Design rr_req_client, sky130hd; sources not shown.
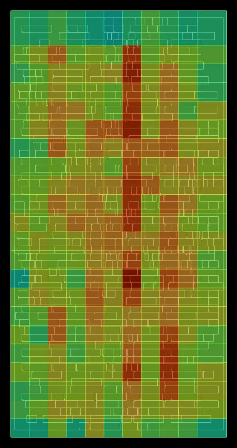
Fig. 1. Routing congestion map (run 1).
GR met2 Demand/Resource: 0.415
GRT Resource Usage Total: 0.225

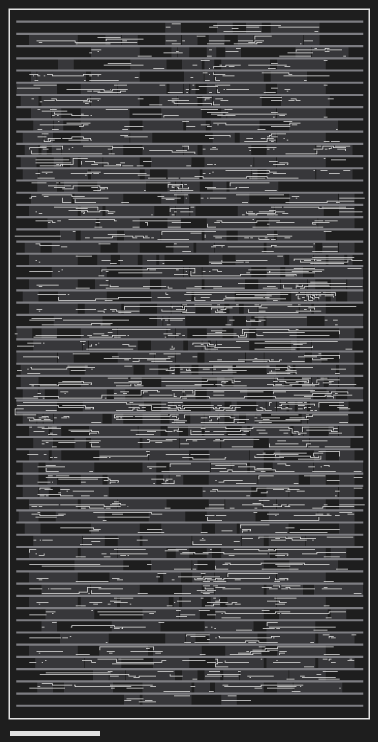
Fig. 2. The metal 1 layer (run 1).
Scale bar: 20 µm. Supply wires on this layer in gray. Cells faint in the background.
main direction	horizontal
nets with wire on the layer	465
wire length on this layer	4,760 µm
longest straight run	32.7 µm
total vias in the final route: 3,464
overall routed net length: 12,700 µm
met1 Usage GRT: 0.257

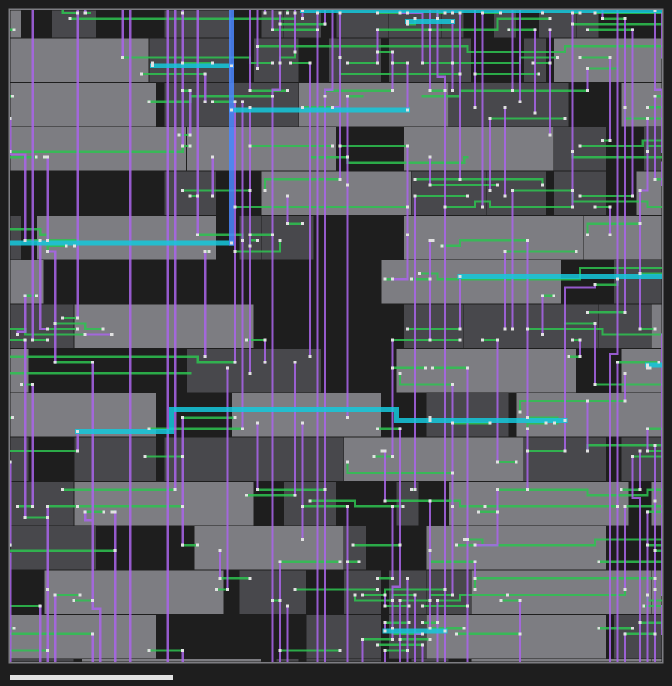
Fig. 3. Layout detail (run 1).
Scale bar: 10 µm. Window x 20 to 60, y 27 to 67 µm. Cells in gray, sequential cells in the stronger gray; small squares are vias.
color	layer
blue	M4
green	M1
cyan	M3
purple	M2
most frequent	edfxtp_1 (18), dfrtp_1 (8), clkbuf_8 (6)
cells with their middle in the window	69
sequential cells in the window	26

==> flow_metrics.py, run 1 <==
# Generated from Yosys and OpenROAD reports
metrics = {
    "route": {
        "antenna_left": 0,
        "drc_errors": 0,
        "post_drt_via_cell_ratio": 5.65,
        "detail_route.first_pass.iterations": 4,
    },
    "timing": {
        "worst_pin_slew_ns": 0.618,
        "tns_ns": 0,
    },
    "power": {
        "clock_power_share": 0.219,
    },
    "placement": {
        "place.detailed.instances": 581,
    },
    "floorplan": {
        "n_tap_cell": 145,
        "floorplan.core_util": 0.587,
    },
    "logic_synthesis": {
        "ys_area_um2": 6900,
        "post_synth_fa_ha_maj_area_fraction": 0.0478,
        "netlist-cell-type-count": 35,
        "aoi_share": 0.0288,
    },
    "clock_network": {
        "hold_buffers": 0,
        "htreeDepth": 4,
    },
    "run_status": {
        "outcome": "completed",
    },
    "global_route": {
        "maximum_number_of_pins_on_one_net_before_global_route_repair": 41,
    },
    "final_layout": {
        "clockNetworkAreaShare": 0.0499,
    },
    "critical_path": {
        "path_cells": "or3_1, clkdlybuf4s50_1",
    },
}
==> run 1: metrics by stage <==
step	hold WS, ns	power [mW]
detailed placement	0.472	5.34
CTS	0.493	6.80
finish	0.492	6.70
global route	0.508	7.05
floorplan	0.456	4.51
global placement	0.461	5.26
==> run 1: cell usage after synthesis, types with 10 or more instances <==
cell type,n,share of area
sky130_fd_sc_hd__and3_1,16,0.014
sky130_fd_sc_hd__dfrtp_1,40,0.14
sky130_fd_sc_hd__edfxtp_1,128,0.56
sky130_fd_sc_hd__ha_1,20,0.036
sky130_fd_sc_hd__inv_1,26,0.014
sky130_fd_sc_hd__mux4_2,32,0.10
sky130_fd_sc_hd__nand2_1,15,0.0082
sky130_fd_sc_hd__xnor2_1,14,0.018
sky130_fd_sc_hd__xor2_1,10,0.013
Fig. 4: run 1, signal wires on met2
Scale bar: 20 µm. Cells faint in the background.
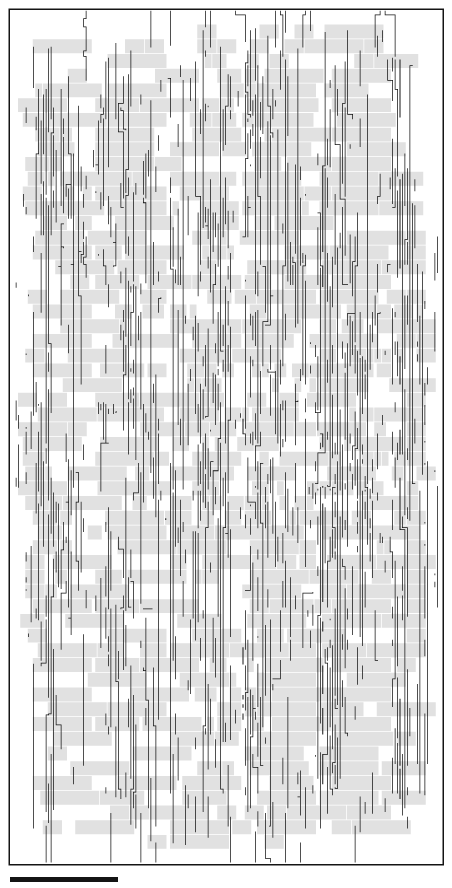

==> inputs of run 2 (changes only) <==
ABC_CLOCK_PERIOD_IN_PS = 2650   (was 3250)
clock period = 2.65 ns   (was 3.25 ns; I/O delays follow)
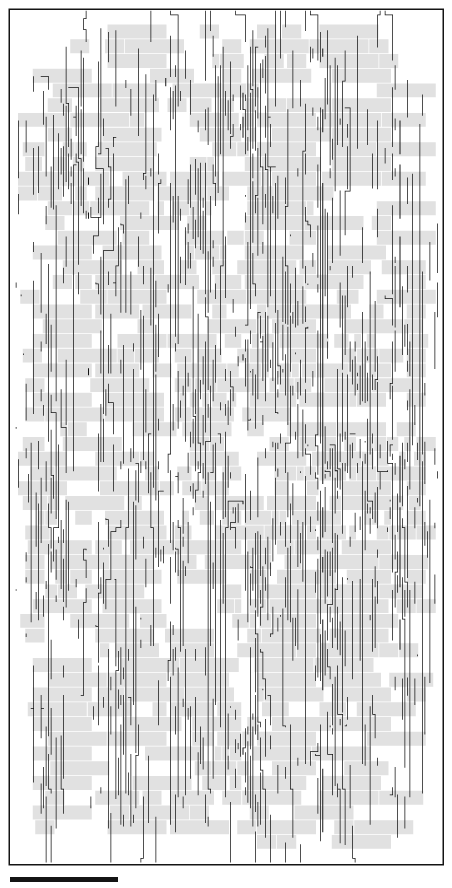
Fig. 5. Signal wires on met2 (run 2).
Scale bar: 20 µm. Cells faint in the background.
nets with wire on the layer	481
main direction	vertical
GR met2 Demand/Resource: 0.397
overall routed net length: 12,700 µm
total vias in the final route: 3,565

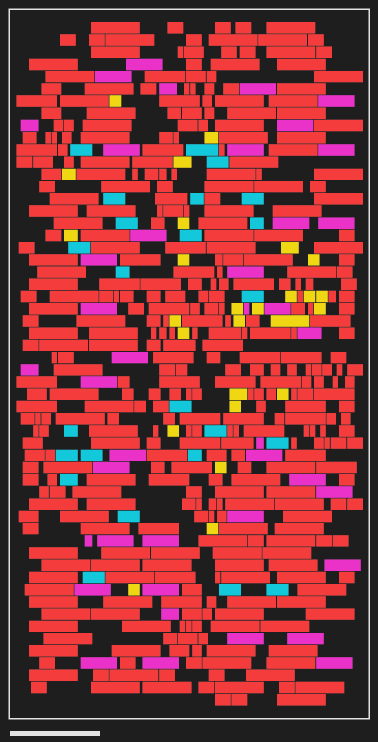
Fig. 6. Drive-strength map (run 2).
Scale bar: 20 µm.
color	size	cells	share
yellow	x3 and x4	26	5.4%
magenta	x2	41	8.6%
red	x1 and smaller	388	81%
cyan	x6 and larger	24	5.0%
synthesis-to-layout area growth: 17.6%
setup slack of the critical path after layout: 0.124 ns
count of buffers not belonging to the clock network in the layout: 78
post-route cell area: 8120 µm²

==> run 2 against run 1 <==
  * Non-clock buffer count is 11 higher
  * Synthesized area stayed put
  * Sequential share of layout area is 0.32 points lower
  * Power is 20% higher
==> flow_metrics.py, run 2 <==
# Generated from Yosys and OpenROAD reports
metrics = {
    "logic_synthesis": {
        "synthDominantCellAreaShare": 0.557,
        "top_cell": "sky130_fd_sc_hd__edfxtp_1",
        "yosysTopAreaCell": "sky130_fd_sc_hd__edfxtp_1",
        "yosys-top-cells-area": "sky130_fd_sc_hd__edfxtp_1 (56%), sky130_fd_sc_hd__dfrtp_1 (14%), sky130_fd_sc_hd__mux4_2 (10%), sky130_fd_sc_hd__ha_1 (3.6%), sky130_fd_sc_hd__xnor2_1 (1.8%)",
        "syn_avg_cell_area_um2": 18.1,
        "ys_area_um2": 6900,
        "netlist-cell-type-count": 35,
        "cell_types_with_the_highest_counts_after_synthesis": "sky130_fd_sc_hd__edfxtp_1 (128), sky130_fd_sc_hd__dfrtp_1 (40), sky130_fd_sc_hd__mux4_2 (32)",
    },
    "timing": {
        "worst_pin_slew_ns": 0.713,
        "report.final.setup_viol": 0,
        "tns_ns": 0,
        "highest_clock_rate_ghz": 0.396,
    },
    "route": {
        "drc_errors": 0,
        "antenna_left": 0,
        "post_drt_via_cell_ratio": 5.71,
    },
    "critical_path": {
        "path_cells": "or3_1, clkdlybuf4s50_1",
        "worst-path-max-fanout": 3,
        "rrSetupSlack_ns": 0.40,
        "crit_buf_inv": 1,
    },
    "floorplan": {
        "floorplan.core_util": 0.587,
        "die_h_um": 158,
        "ioPinCount": 62,
        "placement_rows": 56,
    },
    "global_route": {
        "grt_use_met1": 0.252,
        "grt_resource_usage_total": 0.225,
        "via_count_of_the_first_global_routing_pass": 3752,
        "maximum_number_of_pins_on_one_net_before_global_route_repair": 19,
    },
    "final_layout": {
        "drive_gt1_frac": 0.190,
        "mostFrequentLayoutCell": "sky130_fd_sc_hd__edfxtp_1",
    },
    "placement": {
        "place.detailed.instances": 592,
        "place_hpwl_um": 9530,
    },
    "clock_network": {
        "htreeDepth": 4,
    },
    "run": {
        "log.warning_count": 37,
    },
    "run_status": {
        "outcome": "completed",
    },
    "power": {
        "total_power_draw_mw": 8.04,
    },
}
## run 2: cell counts after synthesis
Identical to the previous run, type by type.
## run 2: where the power goes
part           leakage [nW]  total, mW  switching, mW  internal (mW)
logic                  1.21       2.32           1.09           1.23
registers              1.64       4.11          0.540           3.58
clock network         0.173       1.60          0.939          0.665
## run 2: kinds of logic after synthesis
group	count (synthesis)	share of synthesized area
AND-OR/OR-AND	28	0.0288
XOR/XNOR	24	0.0304
adder cells (fa/ha/maj)	24	0.0478
buffers and inverters	39	0.0248
flip-flops	168	0.702
multiplexers	40	0.117
AND/OR/NAND/NOR	58	0.0497
## run 2: final cells by class
type                       instances  area (µm²)
multi-input combinational        174        1890
inverter                          27         101
tap                              145         181
clock inverter                    15         118
timing repair buffer              78         751
clock buffer                      17         234
fill                             815        3650
sequential                       168        4840
Power figures rest on the tool's default switching activity, not on a simulated workload.
